<file path="config.mk">
export PLATFORM = sky130hd
export DESIGN_NAME = run_ctrl_reg
export DESIGN_NICKNAME = d
export VERILOG_FILES = /design/src/rtl/run_ctrl_reg.sv
export SDC_FILE = /design/constraint.sdc
export NUM_CORES = 1
export LEC_CHECK = 0
export CAP_MARGIN = 0
export CORE_ASPECT_RATIO = 0.9
export CORE_MARGIN = 2
export CORE_UTILIZATION = 33
export CTS_CLUSTER_DIAMETER = 200
export DETAILED_ROUTE_END_ITERATION = 16
export HOLD_SLACK_MARGIN = 0.08
export PLACE_DENSITY = 0.72
export SLEW_MARGIN = 20
export SYNTH_ARGS = -nofsm -noshare
export SYNTH_HDL_FRONTEND = slang
export SYNTH_SLANG_ARGS = --single-unit
</file>
<file path="constraint.sdc">
create_clock -name clk -period 1 [get_ports clk]
set_input_delay 0.1 -clock clk [delete_from_list [all_inputs] [get_ports clk]]
set_output_delay 0.1 -clock clk [all_outputs]
set_load 0.1 [all_outputs]
</file>
<file path="src/rtl/run_ctrl_reg.sv">
// Run/pause holding register: captures upstream next-count values on qualifying
// ticks, with button-edge run/pause toggle, single-step, synchronous load and update strobe.
module run_ctrl_reg #(
  parameter int               WIDTH        = 6,
  parameter logic [WIDTH-1:0] RESET_VAL    = '0,
  parameter bit               START_PAUSED = 1'b0
) (
  input  logic             clk,
  input  logic             rst,
  input  logic             pause,
  input  logic             step,
  input  logic             tick,
  input  logic             load,
  input  logic [WIDTH-1:0] load_val,
  input  logic [WIDTH-1:0] counter_logic,
  output logic [WIDTH-1:0] next,
  output logic             running,
  output logic             updated
);

  typedef enum logic {
    PAUSED = 1'b0,
    RUN    = 1'b1
  } state_t;

  localparam state_t RESET_STATE = START_PAUSED ? PAUSED : RUN;

  state_t state, state_d;
  logic   pause_q, step_q;
  logic   armed, armed_d;
  logic   pause_edge, step_edge, upd;

  always_comb begin
    pause_edge = pause & ~pause_q;
    step_edge  = step & ~step_q;
    // Qualification looks only at the pre-edge state and arm flag.
    upd        = tick & ((state == RUN) | armed) & ~load;

    state_d = state;
    if (pause_edge)
      state_d = (state == RUN) ? PAUSED : RUN;

    armed_d = armed;
    if (state == PAUSED) begin
      if (upd)
        armed_d = 1'b0;
      if (step_edge && !pause_edge)
        armed_d = 1'b1;
      if (pause_edge)
        armed_d = 1'b0;
    end
  end

  always_ff @(posedge clk) begin
    if (rst) begin
      // Capture live levels so a button held through reset yields no edge.
      pause_q <= pause;
      step_q  <= step;
      state   <= RESET_STATE;
      armed   <= 1'b0;
      updated <= 1'b0;
      next    <= RESET_VAL;
    end else begin
      pause_q <= pause;
      step_q  <= step;
      state   <= state_d;
      armed   <= armed_d;
      updated <= upd;
      if (load)
        next <= load_val;
      else if (upd)
        next <= counter_logic;
    end
  end

  assign running = (state == RUN);

endmodule

</file>
**Supply network**

The bar under the picture is 10 um long. Pins as bars on the die edge.
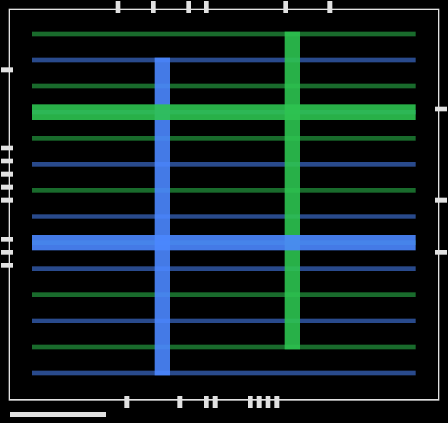
- VSS: blue
- VDD: green
- rows: 13
- met4 straps: 2
- signal pins: 26
die extent in y: 40.6 um
area inside the core boundary: 0.00142 mm2
x dimension of the die: 44.6 um
maximum vdd drop: 790 uV

**Placement by cell class**

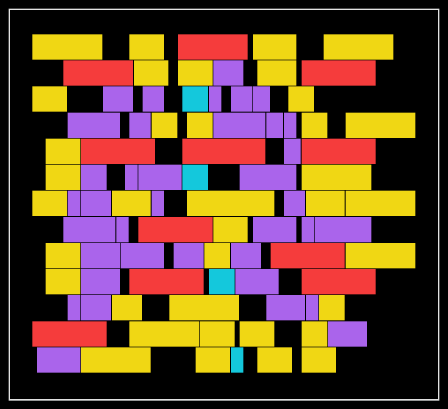
- flops: red (cells 11; share of their area 22%)
- other buffers and delay cells: yellow (cells 37; share of their area 44%)
- combinational and other logic: purple (cells 37; share of their area 31%)
- clock drivers and dummy loads: cyan (cells 4; share of their area 2.5%)
finished layout cell area: 0.00106 mm2
Rows: 13

**Port wiring**

The bar under the picture is 10 um long.
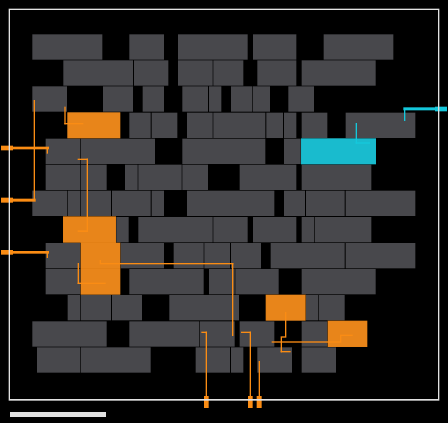
- counter_logic: orange (bits 6; direction input; end cells 6; buffers 6; wire 92.3 um)
- updated: cyan (bits 1; direction output; end cells 1; buffers 1; wire 7.70 um)
ports placed on the boundary: 26
Port-buffer cells: 25

**Cell area per tile**

The bar under the picture is 10 um long. 9 x 8 tiles, from black (low) to pale yellow (high), 0 to 100% covered.
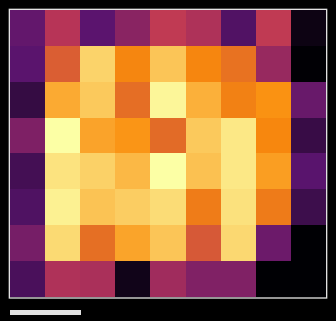
- fullest tile: 100%
- densest ninth of the die: center
- tiles over 75% full: 39%
- mean over tiles: 57%
Pre-Place Util: 34.7%
post-layout utilization of the core: 75.0%

==> impl_metrics.json <==
{
  "vias": 546,
  "failed_checks": "negative setup slack",
  "power.share.combinational_pct": 42.9,
  "min_delay_worst_endpoint": "updated$_SDFF_PP0_",
  "largest-register": "next",
  "worstReg2RegStart": "running$_SDFFE_PP1N_",
  "clock-sinks": 11,
  "detail_route.wl_per_cell_um": 14.3,
  "final-hold-violation-count": 0,
  "nWellTaps": 15,
  "final.setup_skew_ns": 0.000209,
  "first_pass_grt_wire_length_um": 1960,
  "cts_tree": "built",
  "groute.layer.met3.usage_pct": 4.95,
  "gp_congestion": 0.644,
  "yosys_cells": 51,
  "postSynthRegisterBits": 11,
  "syn_area_cell_um2": 9.62,
  "period_minus_slack_ns": 1.04,
  "number_of_flip_flops_under_the_largest_register_name": 6,
  "seq_share_pct": 22.1,
  "worst_r2r_path_depth": 4,
  "log.warning_count": 29,
  "synth-seq-area-share_pct": 44.9,
  "clk_root_buffer_cell": "clkbuf_4",
  "worstMarginPinSlew_ns": 0.373,
  "non_clock_inverter_count": 1,
  "clockBufferDepth": 2,
  "ctsHtreeMaxLevel": 1,
  "dominant_kind_of_cell_by_area": "non-clock buffers",
  "clk_transition_reported_paths_ns": 0.07,
  "synthArstFlopShare_pct": 0,
  "setup.worst_path.start": "running$_SDFFE_PP1N_",
  "switching_share_pct": 36.0,
  "outcome": "complete, but fails checks",
  "wl_met1_um": 614,
  "setup_viol": 5,
  "totalPowerFinal_mw": 1.43,
  "post-route-worst-setup-slack_ns": -0.0376,
  "seq_area_um2": 234,
  "final.hold.worst_slack_ns": 0.188,
  "final.signal_buffer_count": 37
}
